Run 1, register map, names as in the netlist:
Bar = 20 µm.
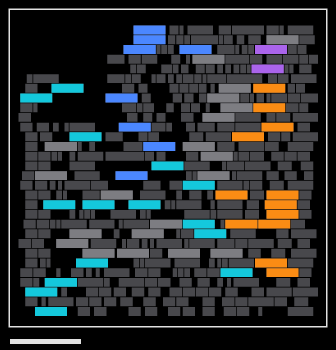
Run 1, pin placement:
Bar = 20 µm. Pins as bars across the die edge, other pins in gray.
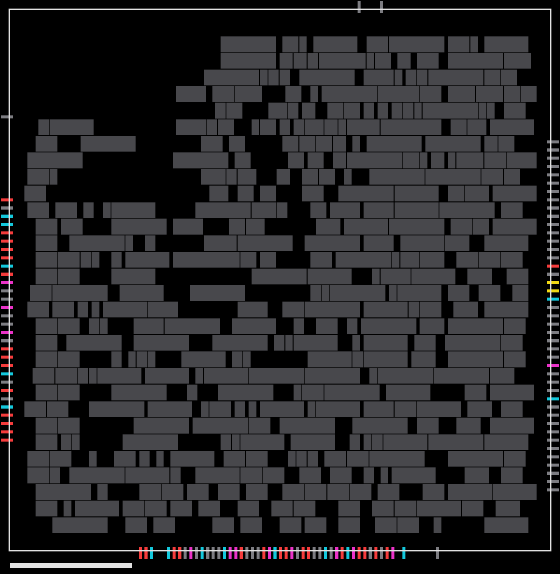
Run 1, the metal 1 layer:
Bar = 20 µm.
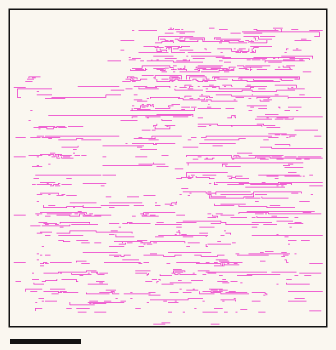
===== src/rtl/dbreak_arb.sv =====
// Data-break (DMA) arbiter and sequencer: shares the single memory break cycle among NREQ devices.
// Define DBRK_ROUND_ROBIN_EN for rotating priority; default is fixed priority, index 0 highest.
module dbreak_arb #(
    parameter int unsigned NREQ    = 2,
    parameter int unsigned TIMEOUT = 255,
    parameter int unsigned IDXW    = 1
) (
    input  logic               clk,
    input  logic               reset,
    input  logic               clear,
    input  logic [NREQ-1:0]    brk_req,
    input  logic [NREQ-1:0]    brk_to_mem,
    input  logic [15*NREQ-1:0] brk_addr,
    input  logic [12*NREQ-1:0] brk_wdata,
    input  logic               cpu_slot,
    input  logic               break_done,
    input  logic [11:0]        dmaDIN,
    output logic               data_break,
    output logic               to_mem,
    output logic [14:0]        dmaAddr,
    output logic [11:0]        dmaDOUT,
    output logic [11:0]        brk_rdata,
    output logic [NREQ-1:0]    brk_ack,
    output logic [NREQ-1:0]    brk_err,
    output logic               break_in_prog,
    output logic [IDXW-1:0]    grant_idx
);

    typedef enum logic [1:0] {
        StIdle,
        StWaitSlot,
        StBreak,
        StDone
    } state_e;

    localparam logic [7:0] TmoLimit = 8'(TIMEOUT);

    state_e          state_q;
    logic [7:0]      tmo_cnt_q;
    logic            any_req;
    logic [IDXW-1:0] win_idx;

    assign any_req = |brk_req;

`ifdef DBRK_ROUND_ROBIN_EN
    logic [IDXW-1:0] last_q;

    // Scan downwards so the requester closest after the last grant is assigned last and wins.
    always_comb begin
        win_idx = '0;
        for (int k = int'(NREQ); k >= 1; k--) begin
            if (brk_req[(int'(last_q) + k) % int'(NREQ)]) begin
                win_idx = IDXW'((int'(last_q) + k) % int'(NREQ));
            end
        end
    end
`else
    always_comb begin
        win_idx = '0;
        for (int i = int'(NREQ) - 1; i >= 0; i--) begin
            if (brk_req[i]) begin
                win_idx = IDXW'(i);
            end
        end
    end
`endif

    always_ff @(posedge clk or posedge reset) begin
        if (reset) begin
            state_q       <= StIdle;
            tmo_cnt_q     <= '0;
            data_break    <= 1'b0;
            to_mem        <= 1'b0;
            dmaAddr       <= '0;
            dmaDOUT       <= '0;
            brk_rdata     <= '0;
            brk_ack       <= '0;
            brk_err       <= '0;
            break_in_prog <= 1'b0;
            grant_idx     <= '0;
`ifdef DBRK_ROUND_ROBIN_EN
            last_q        <= IDXW'(NREQ - 1);
`endif
        end else begin
            brk_ack <= '0;
            brk_err <= '0;
            unique case (state_q)
                StIdle: begin
                    if (any_req && !clear) begin
                        grant_idx     <= win_idx;
                        to_mem        <= brk_to_mem[win_idx];
                        dmaAddr       <= brk_addr[15*win_idx +: 15];
                        dmaDOUT       <= brk_wdata[12*win_idx +: 12];
                        break_in_prog <= 1'b1;
                        state_q       <= StWaitSlot;
                    end
                end
                StWaitSlot: begin
                    // Clear wins over a coincident slot: nothing has touched memory yet.
                    if (clear) begin
                        break_in_prog <= 1'b0;
                        state_q       <= StIdle;
                    end else if (cpu_slot) begin
                        data_break <= 1'b1;
                        tmo_cnt_q  <= '0;
                        state_q    <= StBreak;
                    end
                end
                StBreak: begin
                    if (break_done) begin
                        if (!to_mem) begin
                            brk_rdata <= dmaDIN;
                        end
                        data_break         <= 1'b0;
                        brk_ack[grant_idx] <= 1'b1;
                        break_in_prog      <= 1'b0;
                        state_q            <= StDone;
`ifdef DBRK_ROUND_ROBIN_EN
                        last_q             <= grant_idx;
`endif
                    end else if (tmo_cnt_q == TmoLimit) begin
                        data_break         <= 1'b0;
                        brk_err[grant_idx] <= 1'b1;
                        break_in_prog      <= 1'b0;
                        state_q            <= StIdle;
`ifdef DBRK_ROUND_ROBIN_EN
                        last_q             <= grant_idx;
`endif
                    end else begin
                        tmo_cnt_q <= tmo_cnt_q + 8'd1;
                    end
                end
                StDone: begin
                    // Ack is visible for this one cycle; requesters drop brk_req before next IDLE.
                    state_q <= StIdle;
                end
                default: state_q <= StIdle;
            endcase
        end
    end

    a_ack_onehot: assert property (@(posedge clk) disable iff (reset) $onehot0(brk_ack));
    a_err_onehot: assert property (@(posedge clk) disable iff (reset) $onehot0(brk_err));
    a_ack_err_excl: assert property (@(posedge clk) disable iff (reset)
        !((|brk_ack) && (|brk_err)));
    a_brk_in_prog: assert property (@(posedge clk) disable iff (reset)
        data_break |-> break_in_prog);
    a_addr_stable: assert property (@(posedge clk) disable iff (reset)
        (data_break && $past(data_break)) |-> ($stable(dmaAddr) && $stable(dmaDOUT)
        && $stable(to_mem)));

endmodule


===== config.mk =====
export PLATFORM = sky130hd
export DESIGN_NAME = dbreak_arb
export DESIGN_NICKNAME = d
export VERILOG_FILES = /design/src/rtl/dbreak_arb.sv
export SDC_FILE = /design/constraint.sdc
export NUM_CORES = 1
export LEC_CHECK = 0
export CAP_MARGIN = 40
export CORE_MARGIN = 2
export CORE_UTILIZATION = 38
export DETAILED_ROUTE_END_ITERATION = 16
export PLACE_DENSITY = 0.76
export REMOVE_ABC_BUFFERS = 1
export SYNTH_ARGS = -nofsm -noshare
export SYNTH_HDL_FRONTEND = slang
export SYNTH_SLANG_ARGS = --single-unit

===== constraint.sdc =====
create_clock -name clk -period 1.7 [get_ports clk]
set_input_delay 0.34 -clock clk [delete_from_list [all_inputs] [get_ports clk]]
set_output_delay 0.34 -clock clk [all_outputs]
set_load 0.1 [all_outputs]

==> results_dict.tcl, run 1 <==
# flow metrics
set metrics [dict create \
    status "completed" \
    pwr-share-seq_pct 21.9 \
    register_area_um2 1430 \
    setup_violations 0 \
    edf_count 0 \
    p_clk_share_pct 11.2 \
    cts_hold_buf 0 \
    fp.coreArea_um2 6870 \
    tritoncts "done" \
    via_per_inst 4.85 \
    num_rows 30 \
    place_area_um2 4700 \
    fin_worst_skew_ps 6.72 \
    hold_class "in2async" \
    cts_buffer_depth 2 \
    leakage_nw 2.21 \
    worstMarginPinSlew_ps 333 \
    grt_max_degree 58 \
    boundaryPins 122 \
    maxSlewViolCount 0 \
    r2r-end "tmo_cnt_q[6]" \
    ys_warn_count 0 \
    min_period_over_period_pct 97.4 \
    finalHoldViolations 0 \
    antenna_cells 0 \
    cp.required_ps 1930 \
    syn_to_final_growth_pct 82.9 \
    power.density_nw_per_um2 2220 \
    top_area_share_pct 52.5 \
    place_hpwl_um 5850 \
    drt-pass1-iter-count 4 \
    grt.total_usage_pct 19.8 \
    worstRegToRegCells 7 \
    swShare_pct 51.6 \
    ys_seq_share_pct 52.5 \
    ys_area_um2 2720 \
    cts_htree_levels 3 \
    ys_cells 245 \
    p_comb_share_pct 66.8 \
    r2r_slack_ps 40 \
    warning_count 30 \
    drtIter0Drc 70 \
    clk_pin_slew_ps 60 \
    yosys-top-cells-count "dfrtp_1 (57), o21ai_0 (34), mux2i_1 (32), nand2_1 (32), mux2_2 (14)" \
    async_flop_share_pct 100 \
    cts.sinks 57 \
    end_kind "flop" \
    dieArea_um2 7850 \
    drcViolationCount 0 \
    whs_ps 409 \
    fin_area_um2 4970 \
    avgSynthCellArea_um2 11.1 \
    netSwitchingPower_mw 5.70 \
    ff_type "dfrtp_1" \
    final-comb-area_um2 1260 \
    arrival_ps 1890 \
    clkLatencyLatePin_ps 310 \
    cts-root-buf "clkbuf_8" \
    synthCells 245 \
    ys_ff 57 \
    drv_cap 0 \
]
Notes on 'register map, names as in the netlist' above:
`brk_rdata`: shown in orange, sequential cells 12. `state_q`: shown in purple, sequential cells 2. `dmaAddr`: shown in cyan, sequential cells 15. `tmo_cnt_q`: shown in blue, sequential cells 8, where top middle.
flop share of the area: 28.7%
P_seq: 2.42 mW

Notes on 'pin placement' above:
`dmaAddr`: shown in cyan, pins 15, direction output, edge 8 bottom, 5 left, 2 right. `brk_addr`: shown in red, pins 30, direction input, edge 15 bottom, 14 left, 1 right. `brk_to_mem`: shown in yellow, pins 2, direction input, edge right. `dmaDOUT`: shown in magenta, pins 12, direction output, edge 8 bottom, 3 left, 1 right.
input/output buffers: 121
die width: 88.6 µm
DIE HEIGHT: 88.6 µm

Notes on 'the metal 1 layer' above:
The longest straight run is 40.0 µm. The layer holds 40% of the routed length.
DRT Wirelength: 7340 µm
met1 GRT Util: 22.7%
via count: 2396

[run 1: worst max-delay path, cell delays in order, from the launching register on]
cell and delay (ps):
dfrtp_1 370, inv_1 80, ha_1 310, a21boi_4 200
buf_4 130, o21a_1 190, a41oi_1 150, a21oi_1 150
[run 1: how the worst max path moves through the flow]
| stage | from | endpoint | slack [ps] | cells after the start |
|---|---|---|---|---|
| after floorplan | brk_req[0] | dmaAddr[0] | -990 | 3 |
| after global placement | break_done | break_in_prog | -190 | 5 |
| after detailed placement | clear | break_in_prog | -240 | 5 |
| after CTS | state_q[1] | tmo_cnt_q[0] | 6 | 6 |
| after global routing | tmo_cnt_q[1] | break_in_prog | -20 | 5 |
| final | state_q[1] | tmo_cnt_q[6] | 40 | 7 |
[run 1: placed cells by master, fill, tap and decap left out, types with 4 or more instances in the layout]
master / instances
nand2_1: 32
o21ai_0: 33
buf_12: 50
clkdlybuf4s50_1: 74
inv_1: 7
clkbuf_8: 11
nor2_1: 4
ha_1: 4
mux2i_1: 32
buf_4: 26
dfrtp_1: 57
mux2_2: 14
a21oi_1: 7
[run 1: layer usage]
layer  global-route usage [%]  vias up  wire length [µm]
met1                     22.7     1129              2910
li1                         -     1164                 -
met4                     7.02        0               104
met3                     5.69       11               543
met5                        0        -                 0
met2                     35.3       92              3780
[run 1: registers in the layout (all words and copies together) (netlist names)]
name / flops
tmo_cnt_q: 8
brk_ack: 2
to_mem: 1
dmaDOUT: 12
state_q: 2
brk_err: 2
dmaAddr: 15
grant_idx: 1
data_break: 1
brk_rdata: 12
break_in_prog: 1
[run 1: power groups by stage]
stage          sequential, mW  combinational [mW]  clock [mW]
2_1_floorplan            5.68               0.989           0
3_3_place_gp             2.41                7.20           0
3_5_place_dp             2.45                7.29           0
4_1_cts                  2.43                7.34        1.28
5_1_grt                  2.49                7.65        1.34
6_report                 2.42                7.38        1.24
[run 1: through the flow]
stage	util [%]	instances	TNS, ps	worst slack, ps	total power, mW
after floorplan	-	233	-32630	-994	6.67
after global placement	68.5	476	-4490	-189	9.61
after detailed placement	68.5	476	-7140	-243	9.74
after CTS	71.6	491	0	5.95	11.0
after global routing	72.4	494	-27.5	-23.7	11.5
final	72.4	494	0	43.6	11.0
[run 1: repair_timing]
| action | 4_1_cts | 5_1_grt |
|---|---|---|
| pin swaps | 0 | 1 |
| endpoints found under the setup margin | 20 | 25 |
| resized | 6 | 8 |
| buffers inserted | 0 | 3 |
[run 1: area by class of cell]
cell class | count | share of cell area (%)
Inverter | 9 | 0.679
Clock inverter | 3 | 0.805
Clock buffer | 12 | 3.12
Sequential cell | 57 | 28.7
Timing Repair Buffer | 150 | 38.9
Multi-Input combinational cell | 167 | 25.4
Tap cell | 96 | 2.42
[run 1: cells by family after synthesis]
group | Yosys count | share of synthesized area [%]
adders and majority gates | 6 | 2.76
buffers and inverters | 21 | 3.41
and+or+nand+nor | 55 | 9.43
AOI/OAI and AO/OA | 59 | 13.9
DFF | 57 | 52.5
muxes | 47 | 18.0
==> run 2: changes to the inputs <==
Settings changed: CORE_UTILIZATION 38 to 39, CTS_BUF_LIST set to sky130_fd_sc_hd__clkbuf_8, PLACE_DENSITY 0.76 to 0.78.
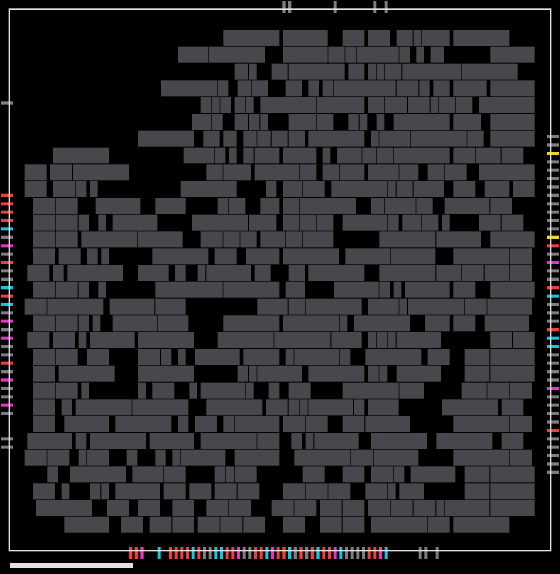
Run 2: pin placement
Bar = 20 µm. Pins as bars across the die edge, other pins in gray.
`brk_to_mem`: shown in yellow, pins 2, direction input, edge right. `dmaDOUT`: shown in magenta, pins 12, direction output, edge 5 left, 5 bottom, 2 right. `brk_addr`: shown in red, pins 30, direction input, edge 19 bottom, 7 left, 4 right. `dmaAddr`: shown in cyan, pins 15, direction output, edge 9 bottom, 3 right, 3 left.
All pins by edge: 46 bottom, 41 right, 30 left, 5 top.
DIE HEIGHT: 87.5 µm
die width: 87.5 µm

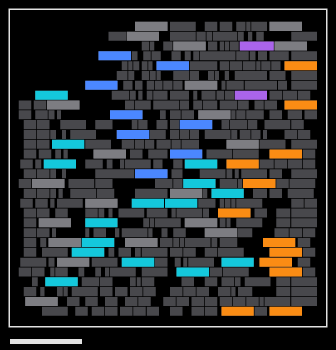
Run 2: register map, names as in the netlist
Bar = 20 µm.
`tmo_cnt_q`: shown in blue, sequential cells 8. `state_q`: shown in purple, sequential cells 2. `dmaAddr`: shown in cyan, sequential cells 15. `brk_rdata`: shown in orange, sequential cells 12.

==> run 2 against run 1 <==
The flow now finishes with violations (setup timing). Largest cell class unchanged. Critical endpoint is now break_in_prog. Clock skew up 4.8 ps. Critical path depth is 2 lower. Die size fell by 2.4%. Design area is 1.9% higher.
==> results_dict.tcl, run 2 <==
# flow metrics
set metrics [dict create \
    worstMarginPinSlew_ps 424 \
    cts_buffer_depth 2 \
    async_flop_share_pct 100 \
    dieArea_um2 7660 \
    min_period_over_period_pct 101 \
    ys_seq_share_pct 52.5 \
    yosys-top-cells-count "dfrtp_1 (57), o21ai_0 (34), mux2i_1 (32), nand2_1 (32), mux2_2 (14)" \
    place_hpwl_um 5410 \
    whs_ps 377 \
    grt_max_degree 58 \
    top_register "dmaAddr" \
    place_area_um2 4700 \
    reg.largest.list "dmaAddr x15, brk_rdata x12, dmaDOUT x12" \
    grt.total_usage_pct 20.3 \
    arrival_ps 1930 \
    largest_reg_flops 15 \
    finalHoldViolations 0 \
    cts-root-buf "clkbuf_8" \
    ys_area_um2 2720 \
    drt-pass1-iter-count 4 \
    power.density_nw_per_um2 2250 \
    syn_to_final_growth_pct 86.4 \
    end_kind "flop" \
    warning_count 29 \
    ff_type "dfrtp_1" \
    setup_violations 1 \
    final_layout_top_logic_cell "clkdlybuf4s50_1" \
    dp_worst_setup_slack_ps -253 \
    ys_cells 245 \
    edf_count 0 \
    status "complete, but fails checks" \
    tritoncts "done" \
    fin_area_um2 5070 \
    avgSynthCellArea_um2 11.1 \
    via_per_inst 5.04 \
    boundaryPins 122 \
    violations "setup timing" \
    num_rows 30 \
    fin_ws_ps -9.44 \
    synthCells 245 \
    cp.required_ps 1920 \
    top_area_share_pct 52.5 \
    antenna_cells 0 \
    io_buffers 121 \
    fp.coreArea_um2 6760 \
    clkLatencyLatePin_ps 330 \
    maxSlewViolCount 0 \
    cts_hold_buf 0 \
    ys_ff 57 \
    clk_pin_slew_ps 70 \
    drcViolationCount 0 \
]
## run 2: final timing paths
check | to | slack (ps) | cells past startpoint
max in group asynchronous | state_q[1] | 1050 | 3
min in group clk | dmaAddr[3] | 540 | 2
hold / removal | brk_rdata[3] | 380 | 3
setup reg to reg | break_in_prog | -9 | 5
setup / recovery | break_in_prog | -9 | 5
hold reg to reg | dmaAddr[3] | 540 | 2
## run 2: per-stage QoR
step                      utilization, %  TNS, ps
final                               75.0    -9.44
after global routing                75.0    -90.3
after CTS                           73.5        0
after detailed placement            69.5    -7870
after global placement              69.5    -6420
after floorplan                        -   -32630
## run 2: critical path, stage by stage, from the launching register on
cell       delay, ps
dfrtp_1          410
ha_4             170
and3_4           220
a31oi_4          100
a2111oi_4        350
mux2_1           350
## run 2: kinds of logic (layout without fill, tap and decap cells)
family          after synthesis  in the layout  synth area share (%)
flops                        57             57                  52.5
compound gates               59             59                  13.9
buf+inv                      21            178                  3.41
simple gates                 55             55                  9.43
mux                          47             47                  18.0
fa+ha+maj                     6              6                  2.76
## run 2: routing by layer
metal / part of all wire, % / routed length [µm] / global-route usage (%) / up-vias
li1: - / - / - / 1173
met1: 40 / 3000 / 24.0 / 1143
met2: 51 / 3820 / 34.9 / 100
met3: 7.6 / 574 / 6.54 / 14
met4: 1.8 / 134 / 6.71 / 0
met5: 0 / 0 / 0 / -
## run 2: final cells by class
class | count | area (µm²)
Tap cell | 80 | 100
Clock buffer | 14 | 193
Timing Repair Buffer | 153 | 1960
Multi-Input combinational cell | 167 | 1320
Sequential cell | 57 | 1430
Clock inverter | 2 | 33.8
Fill cell | 437 | 1690
Inverter | 9 | 33.8
## run 2: what timing repair did
item,in CTS,in global routing
setup endpoints to repair,20,41
resized,11,19
pin swaps,0,4
buffers inserted,0,4
## run 2: report_power, final
part | switching, mW | internal, mW | leakage (nW) | total, mW
clock | 0.524 | 0.873 | 0.120 | 1.40
combinational | 4.73 | 2.83 | 1.40 | 7.56
sequential | 0.555 | 1.87 | 0.729 | 2.43
==> run 3: changes to the inputs <==
Settings changed: PLACE_DENSITY 0.78 to 0.79.
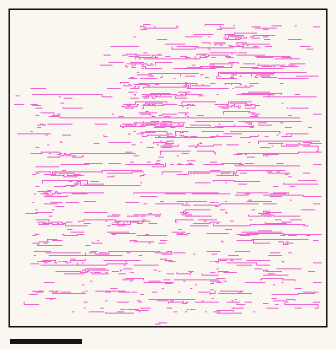
Run 3: the metal 1 layer
Bar = 20 µm.
The longest straight run is 66.5 µm. The layer carries 2930 µm of wire.
via count: 2449
DRT Wirelength: 7630 µm
met1 GRT Util: 22.6%

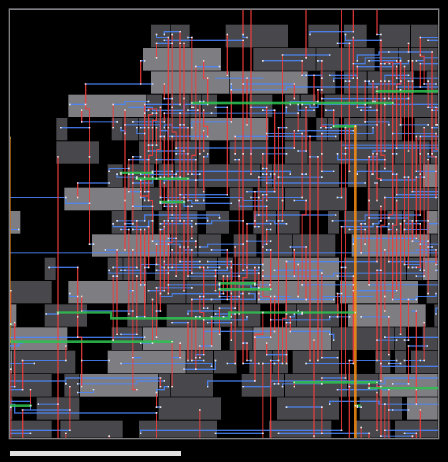
Run 3: zoomed window
Bar = 20 µm. Region (19, 36) to (69, 86) µm. Cells in gray, sequential cells in the stronger gray; small squares are vias.
metal 2: shown in red. metal 4: shown in orange. metal 1: shown in blue. metal 3: shown in green.
Most frequent: dfrtp_1 (19), buf_4 (19), buf_12 (17). Netlist names of flops here include `tmo_cnt_q` (8), `brk_err` (2), `dmaAddr` (2). Sequential cells in the window: 19. 149 logic cells have their middle in the window.

==> run 3 against run 2 <==
Largest power group unchanged. The run now ends clean. Critical endpoint unchanged. Critical path type unchanged. Register-to-register slack improved by 20 ps. First-iteration DRC count grew 8.3%. Highest routed layer unchanged. Design area down 1.2%. Total power is 3.3% lower.
==> results_dict.tcl, run 3 <==
# flow metrics
set metrics [dict create \
    status "completed" \
    crit_slowest_cell "dfrtp_1" \
    cts_htree_levels 3 \
    cts_hold_buf 0 \
    grt.total_usage_pct 19.9 \
    fp.coreArea_um2 6760 \
    min_period_over_period_pct 99.3 \
    warning_count 30 \
    grt_max_degree 57 \
    power.density_nw_per_um2 2200 \
    cp.depth 5 \
    p_comb_share_pct 68.3 \
    setup_violations 0 \
    drtIter0Drc 91 \
    async_flop_share_pct 100 \
    p_int_mw 5.26 \
    worst-path-buf-inv 1 \
    synthCells 245 \
    crit_path_cell_trace "buf_4 > ha_1 > nor2b_4 > a2111oi_4 > mux2_4" \
    final_layout_top_logic_cell "clkdlybuf4s50_1" \
    critPathCapture "break_in_prog" \
    edf_count 0 \
    dieWidth_um 87.5 \
    io_buffers 121 \
    final_util_pct 74.1 \
    fin_area_um2 5010 \
    cts_buffer_depth 2 \
    ys_area_um2 2720 \
    cts.sinks 57 \
    reg.largest.list "dmaAddr x15, brk_rdata x12, dmaDOUT x12" \
    pwr-share-seq_pct 22.1 \
    ys_cells 245 \
    top_register "dmaAddr" \
    end_kind "flop" \
    drcViolationCount 0 \
    worstRegToRegCells 5 \
    ys_top_cells_by_area "dfrtp_1 (52%), mux2i_1 (12%), o21ai_0 (6.3%)" \
    r2r_slack_ps 10 \
    clk_pin_slew_ps 70 \
    top_area_share_pct 52.5 \
    largest_reg_flops 15 \
    hold_class "in2async" \
    place_hpwl_um 5670 \
    ys_warn_count 0 \
    leakage_nw 2.24 \
    crit_start "state_q[0]" \
    yosys-top-cells-count "dfrtp_1 (57), o21ai_0 (34), mux2i_1 (32), nand2_1 (32), mux2_2 (14)" \
    drv_cap 0 \
    die_y_um 87.5 \
    cp_top_family "flip-flops" \
    tritoncts "done" \
    place_area_um2 4690 \
    ys_ff 57 \
    max_stage_delay_ps 400 \
    boundaryPins 122 \
    r2r-end "break_in_prog" \
    avgSynthCellArea_um2 11.1 \
    num_rows 30 \
    maxSlewViolCount 0 \
    p_clk_share_pct 9.6 \
    cts-root-buf "clkbuf_8" \
    grt_setup_unrepaired "true" \
    finalHoldViolations 0 \
    netSwitchingPower_mw 5.75 \
    fin_worst_skew_ps 8.95 \
    arrival_ps 1890 \
    instances_no_fill 479 \
    syn_to_final_growth_pct 84.1 \
    via_per_inst 5.11 \
    mostFrequentLayoutCells "clkdlybuf4s50_1 (74), dfrtp_1 (56), buf_12 (51)" \
]
[run 3: final cells by class]
| cell class | instances | area (µm²) |
|---|---|---|
| repair buffers | 152 | 1990 |
| inverters | 9 | 33.8 |
| multi-input cells | 167 | 1300 |
| well taps | 80 | 100 |
| clock buffers | 11 | 151 |
| clock inverters | 3 | 11.3 |
| flip-flops and latches | 57 | 1430 |
| fillers | 453 | 1750 |
[run 3: metal layers]
metal  up-vias  track usage [%]  wire [µm]
met5         -                0          0
li1       1178                -          -
met2       100             35.4       4050
met4         0             8.67        106
met1      1163             22.6       2930
met3         8             4.83        541
[run 3: cells by family after synthesis]
kind of cell               Yosys count  synth area share [%]
and+or+nand+nor                     55                  9.43
buffers and inverters               21                  3.41
adders and majority gates            6                  2.76
DFF                                 57                  52.5
AOI/OAI and AO/OA                   59                  13.9
muxes                               47                  18.0
[run 3: metrics by stage]
stage	hold slack (ps)	setup slack, ps	setup TNS, ps	power, mW
floorplan	479	-994	-32630	6.67
CTS	278	12.1	0	10.9
detailed placement	534	-276	-9150	9.75
finish	283	11.1	0	11.0
global placement	525	-199	-6800	9.62
global route	290	-25.4	-78.0	11.4
[run 3: worst min path at each step]
stage	end	cells past startpoint	from	slack, ps
2_1_floorplan	brk_ack[0]	2	break_done	480
3_3_place_gp	dmaDOUT[8]	2	dmaDOUT[8]	530
3_5_place_dp	dmaDOUT[11]	2	dmaDOUT[11]	530
4_1_cts	brk_rdata[8]	2	reset	280
5_1_grt	brk_rdata[7]	2	reset	290
6_report	brk_rdata[7]	2	reset	280
[run 3: power groups by stage]
stage / Sequential (mW) / Combinational (mW) / Clock (mW)
6_report: 2.44 / 7.52 / 1.05
5_1_grt: 2.50 / 7.80 / 1.13
4_1_cts: 2.43 / 7.42 / 1.08
3_5_place_dp: 2.45 / 7.30 / 0
3_3_place_gp: 2.41 / 7.21 / 0
2_1_floorplan: 5.68 / 0.989 / 0
[run 3: timing repair]
| item | CTS | global route |
|---|---|---|
| setup buffers | 0 | 5 |
| gates resized | 12 | 12 |
| pin swaps | 1 | 1 |
| endpoints found under the setup margin | 23 | 37 |
| cloned | 0 | 1 |
Power is estimated from default activity; no workload was simulated.
